### Placement view, run 1

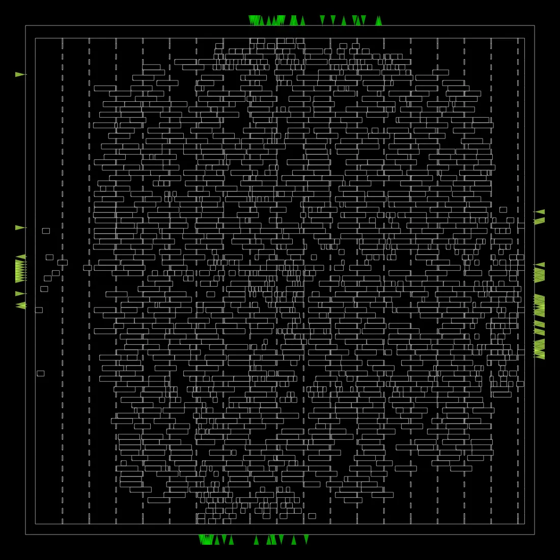
### Sequential cells grouped by signal name, run 1

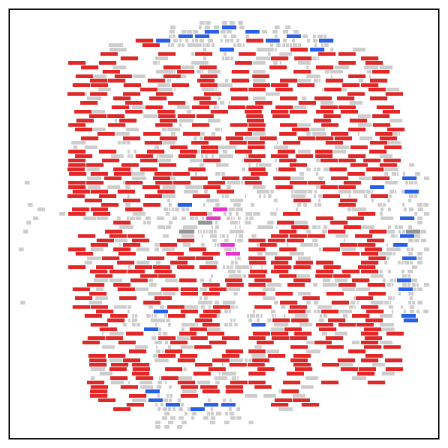
### Clock wires, drivers and flops, run 1

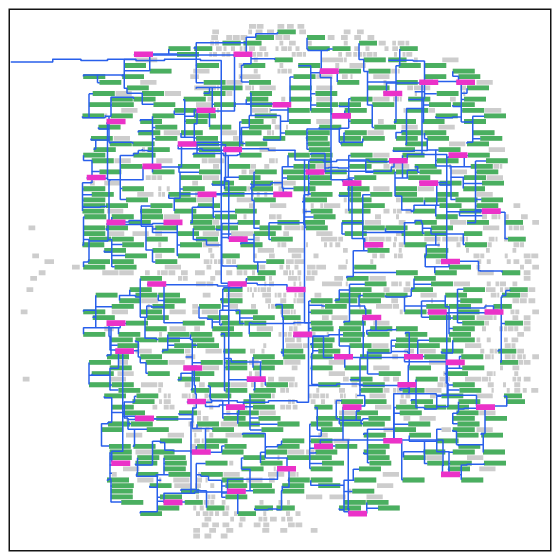
### Wire density map, run 1

The bar under the picture is 100 um long. 26 x 26 tiles, from dark purple (low) to yellow (high), scaled to the fullest tile. Values are wire area over tile area, all layers added.
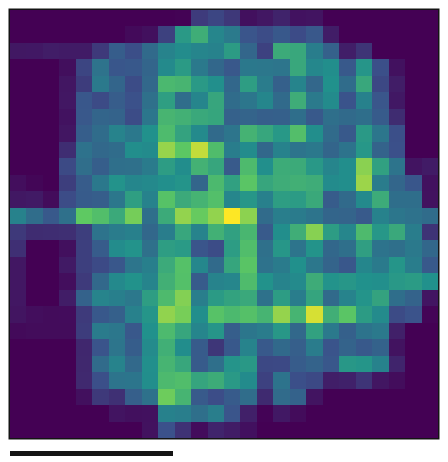
**config.mk**
```make
export PLATFORM = sky130hd
export DESIGN_NAME = ram_sdp_clr_flat
export DESIGN_NICKNAME = d
export VERILOG_FILES = /design/src/rtl/ram_sdp_clr_if.sv /design/src/rtl/ram_sdp_clr.sv /design/src/flat_wrapper.sv
export SDC_FILE = /design/constraint.sdc
export NUM_CORES = 1
export LEC_CHECK = 0
export CORE_MARGIN = 5
export CORE_UTILIZATION = 35
export CTS_CLUSTER_SIZE = 28
export DETAILED_ROUTE_END_ITERATION = 8
export GPL_TIMING_DRIVEN = 1
export PLACE_DENSITY_LB_ADDON = 0.2
export SLEW_MARGIN = 10
export SYNTH_ARGS = -nofsm -noshare
export SYNTH_HDL_FRONTEND = slang
export SYNTH_SLANG_ARGS = --single-unit
```
**constraint.sdc**
```tcl
create_clock -name clk -period 6.1 [get_ports clk]
set_clock_uncertainty 0.1 [all_clocks]
set_input_delay 1.22 -clock clk [delete_from_list [all_inputs] [get_ports clk]]
set_output_delay 1.22 -clock clk [all_outputs]
set_load 0.005 [all_outputs]
```
**src/rtl/ram_sdp_clr_if.sv**
```systemverilog
// Port bundle for ram_sdp_clr: write port, read port, clear request and status.
interface ram_sdp_clr_if #(
    parameter int unsigned DATA_WIDTH = 32,
    parameter int unsigned ADDR_WIDTH = 4,
    parameter int unsigned BYTE_WIDTH = 8
);
    localparam int unsigned NB = DATA_WIDTH / BYTE_WIDTH;

    logic                  clr;
    logic                  busy;
    logic                  wren;
    logic [ADDR_WIDTH-1:0] wraddress;
    logic [DATA_WIDTH-1:0] data;
    logic [NB-1:0]         byteena;
    logic                  rden;
    logic [ADDR_WIDTH-1:0] rdaddress;
    logic [DATA_WIDTH-1:0] q;
    logic                  q_valid;

    modport master (
        output clr, wren, wraddress, data, byteena, rden, rdaddress,
        input  busy, q, q_valid
    );

    modport slave (
        input  clr, wren, wraddress, data, byteena, rden, rdaddress,
        output busy, q, q_valid
    );
endinterface

```
**src/rtl/ram_sdp_clr.sv**
```systemverilog
// Single-clock simple dual-port RAM with byte enables, write-first bypass,
// selectable read latency and a hardware clear engine that sweeps the array.
module ram_sdp_clr #(
    parameter int unsigned            DATA_WIDTH = 32,
    parameter int unsigned            ADDR_WIDTH = 4,
    parameter int unsigned            BYTE_WIDTH = 8,
    parameter int unsigned            OUT_REG    = 0,
    parameter logic [DATA_WIDTH-1:0]  CLR_VALUE  = '0
) (
    input  logic         clk,
    input  logic         rst_n,
    ram_sdp_clr_if.slave bus
);
    localparam int unsigned NB    = DATA_WIDTH / BYTE_WIDTH;
    localparam int unsigned DEPTH = 2 ** ADDR_WIDTH;

    typedef enum logic {S_CLEAR, S_IDLE} state_t;

    state_t                state;
    logic [ADDR_WIDTH-1:0] cnt;
    logic                  busy_r;

    logic [DATA_WIDTH-1:0] mem [DEPTH];

    logic                  wr_acc;
    logic                  rd_acc;
    logic [DATA_WIDTH-1:0] rd_word;

    logic [DATA_WIDTH-1:0] q1;
    logic                  v1;

    assign wr_acc   = bus.wren & ~busy_r;
    assign rd_acc   = bus.rden & ~busy_r;
    assign bus.busy = busy_r;

    always_ff @(posedge clk or negedge rst_n) begin
        if (!rst_n) begin
            state  <= S_CLEAR;
            cnt    <= '0;
            busy_r <= 1'b1;
        end else begin
            case (state)
                S_CLEAR: begin
                    cnt <= cnt + 1'b1;
                    if (&cnt) begin
                        state  <= S_IDLE;
                        busy_r <= 1'b0;
                    end
                end
                S_IDLE: begin
                    if (bus.clr) begin
                        state  <= S_CLEAR;
                        cnt    <= '0;
                        busy_r <= 1'b1;
                    end
                end
                default: begin
                    state  <= S_CLEAR;
                    cnt    <= '0;
                    busy_r <= 1'b1;
                end
            endcase
        end
    end

    // Array has no reset; the clear engine owns the write port while busy.
    always_ff @(posedge clk) begin
        if (busy_r) begin
            mem[cnt] <= CLR_VALUE;
        end else if (wr_acc) begin
            for (int unsigned i = 0; i < NB; i++) begin
                if (bus.byteena[i]) begin
                    mem[bus.wraddress][i*BYTE_WIDTH +: BYTE_WIDTH] <= bus.data[i*BYTE_WIDTH +: BYTE_WIDTH];
                end
            end
        end
    end

    // Write-first: enabled lanes of a same-address write replace the stored lanes.
    always_comb begin
        rd_word = mem[bus.rdaddress];
        if (wr_acc && (bus.wraddress == bus.rdaddress)) begin
            for (int unsigned i = 0; i < NB; i++) begin
                if (bus.byteena[i]) begin
                    rd_word[i*BYTE_WIDTH +: BYTE_WIDTH] = bus.data[i*BYTE_WIDTH +: BYTE_WIDTH];
                end
            end
        end
    end

    always_ff @(posedge clk or negedge rst_n) begin
        if (!rst_n) begin
            q1 <= '0;
            v1 <= 1'b0;
        end else begin
            v1 <= rd_acc;
            if (rd_acc) begin
                q1 <= rd_word;
            end
        end
    end

    generate
        if (OUT_REG != 0) begin : g_out_reg
            logic [DATA_WIDTH-1:0] q2;
            logic                  v2;

            always_ff @(posedge clk or negedge rst_n) begin
                if (!rst_n) begin
                    q2 <= '0;
                    v2 <= 1'b0;
                end else begin
                    v2 <= v1;
                    if (v1) begin
                        q2 <= q1;
                    end
                end
            end

            assign bus.q       = q2;
            assign bus.q_valid = v2;
        end else begin : g_no_out_reg
            assign bus.q       = q1;
            assign bus.q_valid = v1;
        end
    endgenerate
endmodule

```
**src/flat_wrapper.sv**
```systemverilog
// flat-port wrapper written by rule: the top's interface ports become plain ports
module ram_sdp_clr_flat 
#(
    parameter int unsigned            DATA_WIDTH = 32,
    parameter int unsigned            ADDR_WIDTH = 4,
    parameter int unsigned            BYTE_WIDTH = 8,
    parameter int unsigned            OUT_REG    = 0,
    parameter logic [DATA_WIDTH-1:0]  CLR_VALUE  = '0
)
  (clk, rst_n, bus_clr, bus_wren, bus_wraddress, bus_data, bus_byteena, bus_rden, bus_rdaddress, bus_busy, bus_q, bus_q_valid);
  ram_sdp_clr_if #(.DATA_WIDTH(DATA_WIDTH), .ADDR_WIDTH(ADDR_WIDTH), .BYTE_WIDTH(BYTE_WIDTH)) bus_i ();
  input  logic clk;
  input  logic rst_n;
  input wire logic [$bits(bus_i.clr)-1:0] bus_clr;
  input wire logic [$bits(bus_i.wren)-1:0] bus_wren;
  input wire logic [$bits(bus_i.wraddress)-1:0] bus_wraddress;
  input wire logic [$bits(bus_i.data)-1:0] bus_data;
  input wire logic [$bits(bus_i.byteena)-1:0] bus_byteena;
  input wire logic [$bits(bus_i.rden)-1:0] bus_rden;
  input wire logic [$bits(bus_i.rdaddress)-1:0] bus_rdaddress;
  output wire logic [$bits(bus_i.busy)-1:0] bus_busy;
  output wire logic [$bits(bus_i.q)-1:0] bus_q;
  output wire logic [$bits(bus_i.q_valid)-1:0] bus_q_valid;
  assign bus_i.clr = bus_clr;
  assign bus_i.wren = bus_wren;
  assign bus_i.wraddress = bus_wraddress;
  assign bus_i.data = bus_data;
  assign bus_i.byteena = bus_byteena;
  assign bus_i.rden = bus_rden;
  assign bus_i.rdaddress = bus_rdaddress;
  assign bus_busy = bus_i.busy;
  assign bus_q = bus_i.q;
  assign bus_q_valid = bus_i.q_valid;
  ram_sdp_clr #(.DATA_WIDTH(DATA_WIDTH), .ADDR_WIDTH(ADDR_WIDTH), .BYTE_WIDTH(BYTE_WIDTH), .OUT_REG(OUT_REG), .CLR_VALUE(CLR_VALUE)) u_core (.clk(clk), .rst_n(rst_n), .bus(bus_i));
endmodule
```
==> results.sh, run 1 <==
# physical design summary
export IMPL_outcome="finished clean"
export IMPL_grt_overflow_total=0
export IMPL_syn_area_per_cell_sq_um=19.4
export IMPL_min_period_ns=4.31
export IMPL_max_slew_margin_rel_pct=20.0
export IMPL_buffer_ports_inserted=82
export IMPL_initialDrtViolationCount=946
export IMPL_core_util_floorplan_pct=35.3
export IMPL_synth_cellmix_adderShare_pct=0.0562
export IMPL_ctsHoldBuffers=0
export IMPL_ant_nets=0
export IMPL_floorplan_rows=92
export IMPL_largest_area_cell="sky130_fd_sc_hd__edfxtp_1"
export IMPL_fp_dieW_um=262
export IMPL_mapped_area_sq_um=22300
export IMPL_most_common_library_cell_in_the_layout_ignoring_fill_and_taps="sky130_fd_sc_hd__edfxtp_1"
export IMPL_inserted_diodes=0
export IMPL_logic_gate_count=512
export IMPL_die_size_y_um=262
export IMPL_ys_area_sq_um=22300
export IMPL_finalMaxSlewViolations=0
export IMPL_grt_pass1_wl_mm=81.7
export IMPL_syn_inst=1149
export IMPL_comb_area_sq_um=5540
export IMPL_nWellTaps=846
export IMPL_number_of_standard_cells_reported_by_yosys=1149
export IMPL_clock_network_area_share_pct=7.18
export IMPL_grt_antenna_before_repair=3
export IMPL_cellLeakagePower_nw=8.49
export IMPL_post_cts_buffers=0
export IMPL_cts_inserted_buffers=56
export IMPL_cts_num_sinks=551
export IMPL_ctsRootBufferMaster="sky130_fd_sc_hd__clkbuf_16"
export IMPL_cp_arrival_ns=4.43
export IMPL_synth_yosys_seq_area_share_pct=73.4
export IMPL_lay_top_cells="sky130_fd_sc_hd__edfxtp_1, sky130_fd_sc_hd__mux4_2, sky130_fd_sc_hd__clkdlybuf4s50_1"
export IMPL_irDropWorstVdd_mv=0.201
export IMPL_startpoint_type="input port"
export IMPL_post_synth_mux_area_share_pct=13.4
export IMPL_yosysMostFrequentCell="sky130_fd_sc_hd__edfxtp_1"
export IMPL_edf_count=512
export IMPL_drc=0
export IMPL_synth_warning_count=0
export IMPL_signal_buffer_area_fraction_pct=4.80
export IMPL_ys_flops=551
export IMPL_grt_start_max_net_pins=71
export IMPL_end_kind="flop"
export IMPL_biggestCellCategory="flip-flops and latches"
export IMPL_areaGrowthSynthToFinish_pct=17.2
export IMPL_report_final_hold_viol_count=0
export IMPL_post_drt_wl_per_cell_um=25.7
export IMPL_post_synth_xor_area_fraction_pct=0.236
export IMPL_clk_transition_reported_paths_ns=0.06
export IMPL_critical_path_max_stage_delay_ns=1.02
export IMPL_yosys_area_share_simple_pct=5.72
export IMPL_clock_path_buffers=3
export IMPL_num_clock_buffers=82
export IMPL_tritoncts="built"
export IMPL_sh_comb_area_pct=21.2
export IMPL_fin_tns_setup_ns=0
export IMPL_regArea_sq_um=16400
export IMPL_design_final_nets=1314
export IMPL_worstSkewPairLatency_ns=0.60
export IMPL_non_clk_bufs=138
export IMPL_max_cap_violations=0
export IMPL_inv_count=5
export IMPL_grt_overall_usage_pct=15.8
export IMPL_warnings=26
export IMPL_routabilityCongestion=0.758
export IMPL_cts_htree_levels=2
export IMPL_largest_reg_flops=512
export IMPL_worst_hold_path_type="reg2reg"
export IMPL_number_of_setup_violations_in_the_final_report=0
export IMPL_synth_largest_type_area_fraction_pct=69.0
export IMPL_critical_path_buf_inv_count=1
export IMPL_fmaxAchievable_mhz=232
export IMPL_postSynthNetCount=1199
export IMPL_post_drt_via_cell_ratio=5.23
export IMPL_drive_above_1_share_pct=23.5
export IMPL_dp_hpwl_mm=34.5
export IMPL_synthTopCellsByCount="sky130_fd_sc_hd__edfxtp_1, sky130_fd_sc_hd__mux4_2, sky130_fd_sc_hd__and2_1"
export IMPL_vias_in_the_first_global_route=11900
export IMPL_slowest_stage="sky130_fd_sc_hd__nor3_1"
export IMPL_synth_cell_type_count=39
export IMPL_cts_repair_resize_count=0
export IMPL_num_vias=11300
export IMPL_main_flop_type="sky130_fd_sc_hd__edfxtp_1"
export IMPL_setup_repair_after_global_routing_missed_its_margin="no"
export IMPL_worstMarginPinSlew_ns=1.19
export IMPL_post_place_cells=2052
export IMPL_yosys_top_cells_area="sky130_fd_sc_hd__edfxtp_1, sky130_fd_sc_hd__mux4_2, sky130_fd_sc_hd__dfrtp_1, sky130_fd_sc_hd__a22o_1, sky130_fd_sc_hd__and2_1"
export IMPL_crit_family="simple AND/OR/NAND/NOR gates"
export IMPL_worst_ep_required_time_ns=6.21
export IMPL_final_min_period_over_clock_period_pct=70.7
export IMPL_synth_compound_area_share_pct=5.07
export IMPL_dr_pass1_iters=5
export IMPL_layout_filler_cells=5635
export IMPL_power_density_cell_area_nw_per_um2=413
export IMPL_worst_path_max_fanout=20
export IMPL_path_cells="clkdlybuf4s50_1 > nand2b_4 > a41oi_4 > mux2_2 > nor3_1"
export IMPL_top_logic_kind="multiplexers"
export IMPL_registers_top_by_ff_count="u_core.mem"
export IMPL_route_final_wire_length_mm=55.4
export IMPL_post_layout_nonfiller_instances=2155
export IMPL_die_area_sq_um=68800
export IMPL_path_class="in2reg"
export IMPL_top_level_ports=83
export IMPL_asyncSetResetFlopFracSynth_pct=7.08
Notes on 'Placement view' above:
count of sequential standard cells: 551
sequential share of cell area: 62.7%
standard cell core area: 63100 sq um

Notes on 'Sequential cells grouped by signal name' above:
legend:
  blue:
    signal: u_core.bus.q
    sequential_cells: 32
  red:
    signal: u_core.mem
    sequential_cells: 512
    where: spread over the die
  magenta:
    signal: u_core.cnt
    sequential_cells: 4
    where: center

Notes on 'Clock wires, drivers and flops' above:
legend:
  magenta:
    item: cells driving clock nets
    count: 56
  blue:
    item: clock wires
    length: 6720 um
  green:
    item: flip-flops
    count: 551
routed clock nets: 57

Notes on 'Wire density map' above:
fullest tile: 0.41
mean over tiles: 0.13
nearly empty tiles: 21%

==> run 1: worst paths after layout <==
check,from,end,slack (ns),depth (start not counted)
min in group asynchronous,rst_n,u_core.bus.q[20],0.62,2
worst max register to register,u_core.bus.busy,u_core.mem[14][11],2.52,4
worst min-delay path,u_core.state,u_core.bus.busy,0.51,2
max in group asynchronous,rst_n,u_core.bus.q[8],4.79,2
worst min register to register,u_core.state,u_core.bus.busy,0.51,2
worst max-delay path,bus_wren,u_core.mem[14][11],1.79,5
==> run 1: cells by family after synthesis <==
family	after synthesis
DFF	551
xor gates and xnor gates	6
muxes	136
and+or+nand+nor	227
AOI/OAI and AO/OA	142
adders and majority gates	1
buffers and inverters	86
==> run 1: layer usage <==
| layer | share of wire [%] | routed length (um) | GRT usage [%] |
|---|---|---|---|
| met1 | 45 | 24900 | 22.1 |
| met2 | 49 | 27000 | 25.9 |
| met3 | 4.7 | 2610 | 3.35 |
| met4 | 1.6 | 905 | 3.29 |
| met5 | 0.042 | 23 | 0 |
==> run 1: report_power, final <==
part           leakage, nW  switching [mW]  internal, mW
Combinational         2.31            1.30         0.831
Clock                0.908            1.41          2.08
Sequential            5.27           0.220          4.94
==> run 1: through the flow <==
| step | hold WS, ns | area (sq um) | utilization, % | setup slack [ns] | power, mW |
|---|---|---|---|---|---|
| 2_1_floorplan | 0.387 | 22300 | - | 2.70 | 6.35 |
| 3_3_place_gp | 0.486 | 24200 | 38.4 | 1.32 | 7.35 |
| 3_5_place_dp | 0.494 | 24200 | 38.4 | 1.11 | 7.39 |
| 4_1_cts | 0.508 | 26100 | 41.3 | 1.75 | 10.9 |
| 5_1_grt | 0.567 | 26100 | 41.4 | 1.68 | 11.2 |
| 6_report | 0.508 | 26100 | 41.4 | 1.79 | 10.8 |
--- run 2 (diff from run 1) ---
Clock period 6.1 ns to 3.65 ns, I/O delays scaled along.
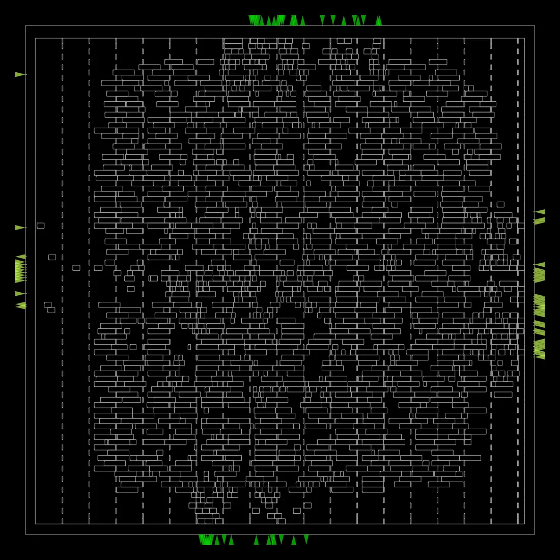
*Placement view, run 2*
fin util: 42.4%
number of fill cells in the layout: 5620

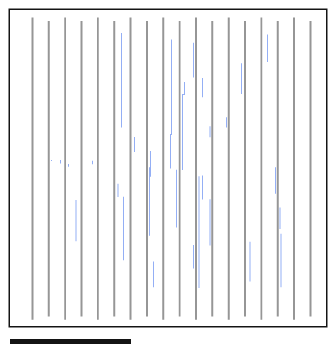
*Signal wires on met4, run 2*
The bar under the picture is 100 um long. Supply wires on this layer in gray.
share of all routed wire: 1.6%
nets with wire on the layer: 13
main direction: vertical
wire length on this layer: 919 um

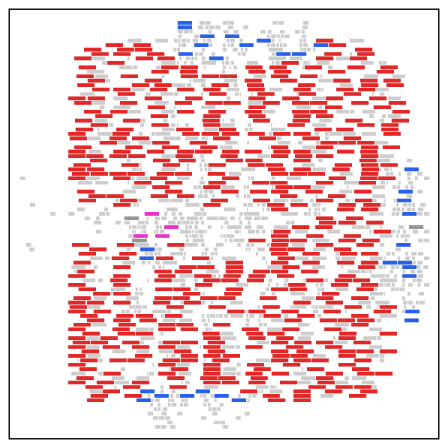
*Sequential cells grouped by signal name, run 2*
legend:
  blue:
    signal: u_core.bus.q
    sequential_cells: 32
    where: spread over the die
  red:
    signal: u_core.mem
    sequential_cells: 512
    where: spread over the die
  magenta:
    signal: u_core.cnt
    sequential_cells: 4
not colored: 3
area taken by flip-flops and latches: 16400 sq um
sequential share of cell area: 61.2%
power in sequential cells: 8.59 mW

==> results.sh, run 2 <==
# physical design summary
export IMPL_end_kind="flop"
export IMPL_post_drt_via_cell_ratio=5.20
export IMPL_number_of_standard_cells_reported_by_yosys=1149
export IMPL_critical_path_max_stage_delay_ns=0.62
export IMPL_number_of_setup_violations_in_the_final_report=0
export IMPL_worst_hold_path_type="in2async"
export IMPL_ys_area_sq_um=22300
export IMPL_synth_yosys_seq_area_share_pct=73.4
export IMPL_cellLeakagePower_nw=8.91
export IMPL_postSynthNetCount=1199
export IMPL_worstSkewPairLatency_ns=0.61
export IMPL_syn_inst=1149
export IMPL_topRoutingLayerUsed="met5"
export IMPL_finalMaxSlewViolations=0
export IMPL_cts_repair_resize_count=0
export IMPL_placement_cell_area_sq_um=24900
export IMPL_grt_start_max_net_pins=50
export IMPL_startpoint_type="input port"
export IMPL_design_final_nets=1394
export IMPL_tritoncts="built"
export IMPL_lay_top_cells="sky130_fd_sc_hd__edfxtp_1, sky130_fd_sc_hd__mux4_2, sky130_fd_sc_hd__buf_4"
export IMPL_worst_ep_required_time_ns=3.85
export IMPL_initialDrtViolationCount=916
export IMPL_drive_above_1_share_pct=27.2
export IMPL_fmaxAchievable_mhz=349
export IMPL_buffer_ports_inserted=82
export IMPL_sequentialPowerShare_pct=47.2
export IMPL_synth_largest_type_area_fraction_pct=69.0
export IMPL_intPower_mw=13.3
export IMPL_num_vias=11600
export IMPL_floorplan_rows=92
export IMPL_ys_flops=551
export IMPL_cts_inserted_buffers=56
export IMPL_outcome="finished clean"
export IMPL_max_cap_violations=0
export IMPL_die_area_sq_um=68800
export IMPL_largest_reg_flops=512
export IMPL_asyncSetResetFlopFracSynth_pct=7.08
export IMPL_ctsHoldBuffers=0
export IMPL_dr_pass1_iters=5
export IMPL_routabilityCongestion=0.757
export IMPL_top_level_ports=83
export IMPL_routed_wl_met3_mm=3.22
export IMPL_p_total_mw=18.2
export IMPL_largest_area_cell="sky130_fd_sc_hd__edfxtp_1"
export IMPL_path_cells="clkdlybuf4s50_1 > inv_2 > a41oi_4 > buf_4 > mux2i_2 > buf_4 > buf_4 > nor3_1 > buf_4"
export IMPL_slowest_stage="sky130_fd_sc_hd__clkdlybuf4s50_1"
export IMPL_main_flop_type="sky130_fd_sc_hd__edfxtp_1"
export IMPL_cp_arrival_ns=3.06
export IMPL_hold_worst_slack_ns=0.126
export IMPL_power_density_cell_area_nw_per_um2=681
export IMPL_floorplan_core_area_sq_um=63100
export IMPL_wirelength_met1_mm=25.2
export IMPL_post_layout_nonfiller_instances=2234
export IMPL_logic_pwr_share_pct=21.3
export IMPL_worst_path_max_fanout=9
export IMPL_setup_repair_after_global_routing_missed_its_margin="no"
export IMPL_synthTopCellsByCount="sky130_fd_sc_hd__edfxtp_1, sky130_fd_sc_hd__mux4_2, sky130_fd_sc_hd__and2_1"
export IMPL_grt_pass1_wl_mm=83.3
export IMPL_fin_tns_setup_ns=0
export IMPL_final_min_period_over_clock_period_pct=78.4
export IMPL_final_instance_area_sq_um=26700
export IMPL_die_size_y_um=262
export IMPL_areaGrowthSynthToFinish_pct=20.0
export IMPL_worstMarginPinSlew_ns=0.827
export IMPL_registers_top_by_ff_count="u_core.mem"
export IMPL_core_util_floorplan_pct=35.3
export IMPL_mapped_area_sq_um=22300
export IMPL_clockPowerShare_pct=31.6
export IMPL_grt_overflow_total=0
export IMPL_most_common_library_cell_in_the_layout_ignoring_fill_and_taps="sky130_fd_sc_hd__edfxtp_1"
export IMPL_clock_path_buffers=3
export IMPL_ant_nets=0
export IMPL_dp_hpwl_mm=36.4
export IMPL_synth_warning_count=0
export IMPL_min_period_ns=2.86
export IMPL_edf_count=512
export IMPL_irDropWorstVdd_mv=0.325
export IMPL_synth_cell_type_count=39
export IMPL_power_switching_mw=4.90
export IMPL_yosysMostFrequentCell="sky130_fd_sc_hd__edfxtp_1"
export IMPL_post_route_worst_setup_slack_ns=0.789
export IMPL_drc=0
export IMPL_fp_dieW_um=262
export IMPL_post_drt_wl_per_cell_um=25.2
export IMPL_detailroute_wirelength_met2_mm=27.0
export IMPL_ctsRootBufferMaster="sky130_fd_sc_hd__clkbuf_16"
export IMPL_syn_area_per_cell_sq_um=19.4
export IMPL_route_final_wire_length_mm=56.4
export IMPL_post_place_cells=2132
export IMPL_cts_num_sinks=551
export IMPL_post_cts_buffers=0
export IMPL_cts_htree_levels=2
[run 2: cell counts after synthesis]
Identical to the previous run, type by type.
[run 2: metal layers]
layer,track usage (%),vias to the layer above
met5,0,-
met4,3.24,8
met3,3.68,67
met2,26.1,297
met1,22.7,6153
li1,-,5097
[run 2: final timing paths]
kind / start / to / slack [ns] / depth (start not counted)
max reg2reg: u_core.bus.busy / u_core.mem[0][8] / 0.88 / 8
min in group clk: u_core.state / u_core.bus.busy / 0.49 / 2
min reg2reg: u_core.state / u_core.bus.busy / 0.49 / 2
min: rst_n / u_core.bus.q[19] / 0.13 / 1
max in group asynchronous: rst_n / u_core.bus.q[0] / 2.64 / 2
max: bus_byteena[0] / u_core.mem[0][8] / 0.79 / 9
[run 2: logic make-up (layout without fill, tap and decap cells)]
family	count (synthesis)	count (layout)	synth area share, %
mux	136	136	13.4
flops	551	551	73.4
fa+ha+maj	1	1	0.0562
simple gates	227	227	5.72
other cells	0	2	0
buf+inv	86	323	2.05
xor+xnor	6	6	0.236
compound gates	142	142	5.07
[run 2: worst max-delay path, delay by kind of cell]
family	cells	cell delay, ns
muxes	1	0.08
buffers and inverters	6	1.53
AOI/OAI and AO/OA	1	0.35
and+or+nand+nor	1	0.35
[run 2: power by group through the flow]
stage / combinational, mW / clock, mW / sequential [mW]
finish: 3.87 / 5.75 / 8.59
global route: 4.18 / 6.16 / 8.69
detailed placement: 3.94 / 0 / 8.72
global placement: 3.90 / 0 / 8.70
floorplan: 2.02 / 0 / 8.59
CTS: 3.96 / 5.88 / 8.60
[run 2: area by class of cell]
class	instances	area, sq um
antenna	2	5.00
clock buffer	70	1480
inverter	5	18.8
fill	5620	36400
sequential	551	16400
timing repair buffer	218	1970
tap	846	1060
clock inverter	30	350
multi-input combinational	512	5500
No activity file was given, so power comes from the tool's default toggle rates.
